### src/rtl/gtech_pad_pkg.sv
// Shared definitions for the pad-side serial transmit controller:
// FSM state encoding, the pad levels driven in each phase, and the
// helper that sizes the shared phase counter.
package gtech_pad_pkg;

    typedef enum logic [1:0] {
        ST_IDLE  = 2'd0,
        ST_LEAD  = 2'd1,
        ST_SHIFT = 2'd2,
        ST_TURN  = 2'd3
    } pad_state_e;

    localparam logic LEAD_LEVEL = 1'b1;
    localparam logic IDLE_LEVEL = 1'b0;

    // Counter must hold the largest preload of any phase (value-1), so
    // clog2(max+1) bits cover every phase length with room to spare.
    function automatic int cnt_width(input int w, input int l, input int t);
        int m;
        m = w;
        if (l > m) m = l;
        if (t > m) m = t;
        return $clog2(m + 1);
    endfunction

endpackage

### src/rtl/gtech_outbuf_ser_if.sv
// Word-level valid/ready transmit handshake feeding the serializer.
interface gtech_outbuf_ser_if #(
    parameter int WIDTH = 8
);
    logic [WIDTH-1:0] TX_DATA;
    logic             TX_VALID;
    logic             TX_READY;

    modport master (output TX_DATA, output TX_VALID, input TX_READY);
    modport slave  (input TX_DATA, input TX_VALID, output TX_READY);
endinterface

### src/rtl/gtech_pad_cnt.sv
// Loadable synchronous down-counter with a zero flag; one instance is
// shared across the lead-in, shift and turnaround phases.
module gtech_pad_cnt #(
    parameter int W = 4
) (
    input  logic         clk,
    input  logic         rst,
    input  logic         load_i,
    input  logic [W-1:0] load_val_i,
    input  logic         dec_i,
    output logic [W-1:0] cnt_o,
    output logic         zero_o
);

    logic [W-1:0] cnt_q;

    // Load has priority over decrement; reset returns the count to zero.
    always_ff @(posedge clk) begin
        if (rst) begin
            cnt_q <= '0;
        end else if (load_i) begin
            cnt_q <= load_val_i;
        end else if (dec_i) begin
            cnt_q <= cnt_q - W'(1);
        end
    end

    assign cnt_o  = cnt_q;
    assign zero_o = (cnt_q == '0);

endmodule

### src/rtl/gtech_outbuf_ser.sv
// Parallel-to-serial transmitter driving a tristate pad buffer. Each
// accepted word goes out MSB-first framed by a driven-high lead-in and an
// undriven turnaround. All pad-facing outputs are flops fed from the
// next-state decode, so OE cannot glitch.
module gtech_outbuf_ser
    import gtech_pad_pkg::*;
#(
    parameter int WIDTH = 8,
    parameter int LEAD  = 2,
    parameter int TURN  = 1
) (
    input  logic                CP,
    input  logic                RST,
    gtech_outbuf_ser_if.slave   tx,
    output logic                DATA_OUT,
    output logic                OE,
    output logic                BUSY
);

    localparam int CNT_W = cnt_width(WIDTH, LEAD, TURN);

    pad_state_e       state_q, state_d;
    logic [WIDTH-1:0] sr_q, sr_d;
    logic             data_out_q, data_out_d;
    logic             oe_q, oe_d;
    logic             ready_q, ready_d;
    logic             busy_q, busy_d;

    logic             cnt_load;
    logic [CNT_W-1:0] cnt_val;
    logic             cnt_dec;
    logic [CNT_W-1:0] cnt_value;
    logic             cnt_zero;

    gtech_pad_cnt #(
        .W (CNT_W)
    ) u_cnt (
        .clk        (CP),
        .rst        (RST),
        .load_i     (cnt_load),
        .load_val_i (cnt_val),
        .dec_i      (cnt_dec),
        .cnt_o      (cnt_value),
        .zero_o     (cnt_zero)
    );

    // Next-state, shift-register and counter control, then the Moore
    // outputs decoded from the state being entered so they can be
    // registered alongside it.
    always_comb begin
        state_d    = state_q;
        sr_d       = sr_q;
        cnt_load   = 1'b0;
        cnt_val    = '0;
        cnt_dec    = 1'b0;
        data_out_d = IDLE_LEVEL;
        oe_d       = 1'b0;
        ready_d    = 1'b0;
        busy_d     = 1'b1;

        case (state_q)
            ST_IDLE: begin
                if (tx.TX_VALID && ready_q) begin
                    sr_d     = tx.TX_DATA;
                    cnt_load = 1'b1;
                    if (LEAD > 0) begin
                        state_d = ST_LEAD;
                        cnt_val = CNT_W'(LEAD - 1);
                    end else begin
                        state_d = ST_SHIFT;
                        cnt_val = CNT_W'(WIDTH - 1);
                    end
                end
            end
            ST_LEAD: begin
                if (cnt_zero) begin
                    state_d  = ST_SHIFT;
                    cnt_load = 1'b1;
                    cnt_val  = CNT_W'(WIDTH - 1);
                end else begin
                    cnt_dec = 1'b1;
                end
            end
            ST_SHIFT: begin
                sr_d = sr_q << 1;
                if (cnt_zero) begin
                    if (TURN > 0) begin
                        state_d  = ST_TURN;
                        cnt_load = 1'b1;
                        cnt_val  = CNT_W'(TURN - 1);
                    end else begin
                        state_d = ST_IDLE;
                    end
                end else begin
                    cnt_dec = 1'b1;
                end
            end
            ST_TURN: begin
                if (cnt_zero) begin
                    state_d = ST_IDLE;
                end else begin
                    cnt_dec = 1'b1;
                end
            end
            default: begin
                state_d = ST_IDLE;
            end
        endcase

        case (state_d)
            ST_IDLE: begin
                ready_d = 1'b1;
                busy_d  = 1'b0;
            end
            ST_LEAD: begin
                oe_d       = 1'b1;
                data_out_d = LEAD_LEVEL;
            end
            ST_SHIFT: begin
                oe_d       = 1'b1;
                data_out_d = sr_d[WIDTH-1];
            end
            default: begin
                data_out_d = IDLE_LEVEL;
            end
        endcase
    end

    // State, shift register and registered pad outputs; reset abandons
    // any partial frame and overrides a coincident handshake.
    always_ff @(posedge CP) begin
        if (RST) begin
            state_q    <= ST_IDLE;
            sr_q       <= '0;
            data_out_q <= IDLE_LEVEL;
            oe_q       <= 1'b0;
            ready_q    <= 1'b1;
            busy_q     <= 1'b0;
        end else begin
            state_q    <= state_d;
            sr_q       <= sr_d;
            data_out_q <= data_out_d;
            oe_q       <= oe_d;
            ready_q    <= ready_d;
            busy_q     <= busy_d;
        end
    end

    assign tx.TX_READY = ready_q;
    assign DATA_OUT    = data_out_q;
    assign OE          = oe_q;
    assign BUSY        = busy_q;

endmodule

### src/flat_wrapper.sv
// flat-port wrapper written by rule: the top's interface ports become plain ports
module gtech_outbuf_ser_flat import gtech_pad_pkg::*;
#(
    parameter int WIDTH = 8,
    parameter int LEAD  = 2,
    parameter int TURN  = 1
)
  (CP, RST, DATA_OUT, OE, BUSY, tx_TX_DATA, tx_TX_VALID, tx_TX_READY);
  gtech_outbuf_ser_if #(.WIDTH(WIDTH)) tx_i ();
  input  logic CP;
  input  logic RST;
  output logic DATA_OUT;
  output logic OE;
  output logic BUSY;
  input wire logic [$bits(tx_i.TX_DATA)-1:0] tx_TX_DATA;
  input wire logic [$bits(tx_i.TX_VALID)-1:0] tx_TX_VALID;
  output wire logic [$bits(tx_i.TX_READY)-1:0] tx_TX_READY;
  assign tx_i.TX_DATA = tx_TX_DATA;
  assign tx_i.TX_VALID = tx_TX_VALID;
  assign tx_TX_READY = tx_i.TX_READY;
  gtech_outbuf_ser #(.WIDTH(WIDTH), .LEAD(LEAD), .TURN(TURN)) u_core (.CP(CP), .RST(RST), .tx(tx_i), .DATA_OUT(DATA_OUT), .OE(OE), .BUSY(BUSY));
endmodule
### config.mk
export PLATFORM = sky130hd
export DESIGN_NAME = gtech_outbuf_ser_flat
export DESIGN_NICKNAME = d
export VERILOG_FILES = /design/src/rtl/gtech_pad_pkg.sv /design/src/rtl/gtech_outbuf_ser_if.sv /design/src/rtl/gtech_pad_cnt.sv /design/src/rtl/gtech_outbuf_ser.sv /design/src/flat_wrapper.sv
export SDC_FILE = /design/constraint.sdc
export NUM_CORES = 1
export LEC_CHECK = 0
export ABC_AREA = 1
export CELL_PAD_IN_SITES_DETAIL_PLACEMENT = 1
export CELL_PAD_IN_SITES_GLOBAL_PLACEMENT = 1
export CORE_MARGIN = 10
export CORE_UTILIZATION = 35
export CTS_CLUSTER_DIAMETER = 100
export DETAILED_ROUTE_END_ITERATION = 10
export GPL_ROUTABILITY_DRIVEN = 1
export PLACE_DENSITY_LB_ADDON = 0.25
export RECOVER_POWER = 50
export SLEW_MARGIN = 20
export SYNTH_ARGS = -nofsm -noshare
export SYNTH_HDL_FRONTEND = slang
export SYNTH_SLANG_ARGS = --single-unit
### constraint.sdc
create_clock -name CP -period 1.8 [get_ports CP]
set_clock_uncertainty 0.05 [all_clocks]
set_input_delay 0.45 -clock CP [delete_from_list [all_inputs] [get_ports CP]]
set_output_delay 0.45 -clock CP [all_outputs]
set_load 0.02 [all_outputs]
**Clock wires, drivers and flops**

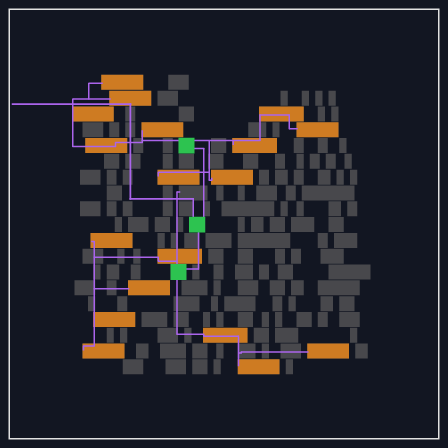
legend:
  purple:
    item: clock wires
    length: 260 µm
  orange:
    item: flip-flops
    count: 18
  green:
    item: cells driving clock nets
    count: 3
routed clock nets: 4
clock group power: 252 µW
worst skew pair latency: 0.29 ns

**Cell outlines without signal wires**

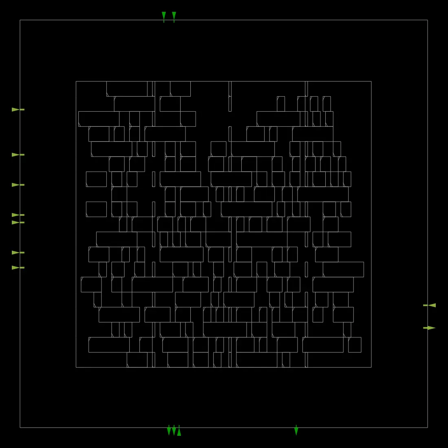
flop share of the area: 26.02%
Finished Layout Cells: 192

==> impl_metrics.csv <==
group,metric,value,unit
timing,tns,0,ns
grt,grt.met2_usage,17.14,%
routing,wire_per_inst,13.31,µm
flow_run,tool_warnings,33,
timing,fmax,578.3,MHz
grt,grt-ovfl-total,0,
cells_and_area,fin_nets,182,
place,port_buffers,14,
clocking,root_buffer,"clkbuf_4",
status,status,"completed",
grt,grt_use_met1,10.96,%
timing,setup_viol_count_final,0,
worst_setup_path,critPathKind,"in2reg",
place,routabilityCongestion,0.7718,
floorplan,dieArea,5424,µm²
floorplan,fp-row-count,19,
grt,grt.met3_usage,2.423,%
worst_setup_path,cp.arrival,1.92,ns
logic_synthesis,ys_types,23,
clocking,ctsLongestPathBuffers,2,
cells_and_area,lay_top_cells,"18 x nand2_1, 18 x buf_4, 14 x dfxtp_1, 13 x clkdlybuf4s50_1, 12 x a21oi_1",
logic_synthesis,synthesis.area,1007,µm²
worst_setup_path,cp_max_fo,3,
power_and_ir_drop,power_per_cell_area,1654,nW/µm²
cells_and_area,num_antenna_cells,0,
floorplan,die_w,73.65,µm
clocking,numCtsBuffers,3,
routing,via_per_inst,4.938,
clocking,post_cts_buffers,4,
power_and_ir_drop,peakVddDrop,0.0008222,V
logic_synthesis,ys_cells,127,
grt,grt_pass1_vias,1018,
floorplan,fp.dieH,73.65,µm
timing,rsz0062_at_grt,"yes",
flow_run,maxCapViolCount,0,
grt,grt_use_total,9.790,%
timing,slew-limit-headroom,83.11,%
logic_synthesis,synth_cells,127,
logic_synthesis,floorplan.nets,147,
worst_setup_path,end_kind,"flip-flop",
clocking,clk_pin_slew,0.11,ns
grt,busiest_layer,"met2",
grt,grt_first_pass_wirelength,4.347,mm
floorplan,coreArea,2758,µm²
cells_and_area,fin_util,50.91,%
cells_and_area,drive_above_1_share,33.54,%
clocking,cts.sinks,18,
logic_synthesis,yosys_register_bits,18,
logic_synthesis,postSynthSeqShare,35.78,%
grt,grt_max_degree,13,
routing,drc,0,
logic_synthesis,synth_warnings,0,
logic_synthesis,syn_area_per_cell,7.931,µm²
min_path,hp-class,"reg2reg",
routing,first_pass_iters,2,
logic_synthesis,synth_chip_area,1007,µm²
floorplan,core_util_floorplan,36.52,%
power_and_ir_drop,power.total,2323,µW
floorplan,ios,15,
clocking,cts_hold_buffers,0,
clocking,cts_tree,"done",
routing,drt_wl_total,2.556,mm
timing,finalClockPeriodUsage,96.06,%
routing,num_vias,948,
worst_setup_path,crit_required,1.99,ns
cells_and_area,syn_to_final_growth,39.38,%
**Cells coloured by class**

The bar under the picture is 20 µm long.
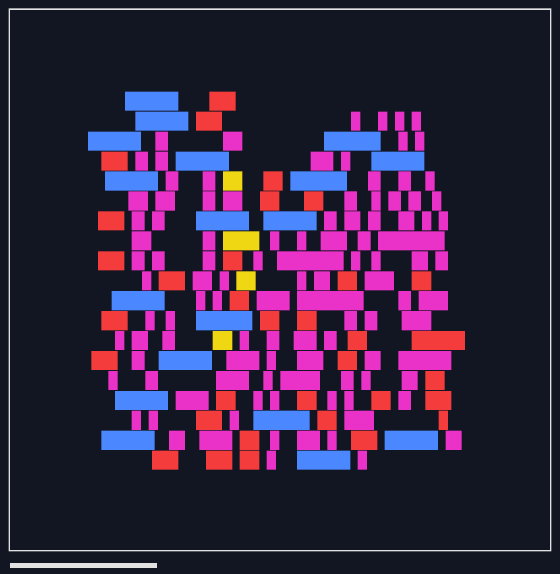
legend:
  yellow:
    class: clock drivers and dummy loads
    cells: 4
    share_of_their_area: 2.7%
  magenta:
    class: all other logic
    cells: 106
    share_of_their_area: 49%
  blue:
    class: flip-flops
    cells: 18
    share_of_their_area: 27%
  red:
    class: other buffers and delay cells
    cells: 33
    share_of_their_area: 21%

[metrics by stage]
stage	hold WS, ns	cell area (µm²)	setup WS, ns	cells
after global routing	0.4630	1404	-0.04744	192
after CTS	0.4331	1351	0.02046	191
after global placement	0.4054	1280	-0.2015	183
final	0.4335	1404	0.07086	192
after detailed placement	0.4154	1280	-0.2689	183
after floorplan	0.3896	1010	0.007666	127
[layout make-up]
class                   instances  area (µm²)
fillers                       327        1354
multi-input cells              86       594.3
flip-flops and latches         18       365.4
repair buffers                 33       289.0
inverters                      20       80.08
well taps                      31       38.79
clock buffers                   4       36.28
[cell usage after synthesis]
library cell / number / area, µm²
nor2_2: 2 / 12.51
inv_4: 1 / 6.260
nand4_1: 1 / 6.260
ha_1: 9 / 112.6
nor2_8: 1 / 20.02
nand2_2: 1 / 6.260
a22oi_1: 6 / 45.04
or2_1: 1 / 6.260
o21ai_0: 10 / 50.05
nand2_4: 4 / 45.04
nand3_2: 1 / 10.01
o21ai_2: 1 / 8.760
inv_2: 1 / 3.750
inv_1: 18 / 67.56
buf_4: 2 / 15.01
a21oi_2: 1 / 8.760
dfxtp_1: 18 / 360.4
nand3_1: 11 / 55.05
a21oi_1: 12 / 60.06
a31oi_1: 1 / 6.260
nand2_1: 18 / 67.56
buf_6: 1 / 11.26
nor2_1: 6 / 22.52
[flip-flops by register name, indices dropped and copies added (netlist names)]
signal              cells
u_core.sr_q             8
u_core.u_cnt.cnt_o      4
u_core.state_q          2
u_core.BUSY             1
u_core.DATA_OUT         1
u_core.OE               1
u_core.tx.TX_READY      1
[where the power goes]
group          switching (µW)  internal [µW]  leakage, µW
combinational             787            648     0.000454
sequential               78.2            557     0.000150
clock                     129            123    0.0000210
[critical path, cell delays in order]
cell,delay (ns)
clkdlybuf4s50_1,0.41
nand2_2,0.08
nand2_1,0.08
nand2_1,0.10
inv_1,0.05
o21ai_2,0.14
inv_1,0.07
ha_1,0.28
nor2_2,0.12
inv_1,0.05
nor2_1,0.08
[cells by family (layout without fill, tap and decap cells)]
kind of cell,Yosys count,after routing,synth area share [%]
and+or+nand+nor,46,46,24.97
AOI/OAI and AO/OA,31,31,17.76
buffers and inverters,23,57,10.31
DFF,18,18,35.78
adders and majority gates,9,9,11.18
[worst paths after layout]
| check | startpoint | endpoint | slack (ns) | cells after the start |
|---|---|---|---|---|
| hold reg to reg | u_core.sr_q[0]$_SDFFE_PP0P_ | u_core.sr_q[0]$_SDFFE_PP0P_ | 0.43 | 2 |
| setup reg to reg | u_core.u_cnt.cnt_o[1]$_SDFFE_PP0P_ | u_core.DATA_OUT$_SDFF_PP0_ | 0.08 | 12 |
| hold / removal | u_core.sr_q[0]$_SDFFE_PP0P_ | u_core.sr_q[0]$_SDFFE_PP0P_ | 0.43 | 2 |
| setup / recovery | tx_TX_VALID | u_core.DATA_OUT$_SDFF_PP0_ | 0.07 | 11 |
[routing by layer]
layer | part of all wire (%) | routed length [µm] | vias up
li1 | - | - | 484
met1 | 43 | 1107 | 451
met2 | 52 | 1338 | 11
met3 | 3.7 | 94 | 2
met4 | 0.63 | 16 | 0
met5 | 0 | 0 | -
Power is estimated from default activity; no workload was simulated.
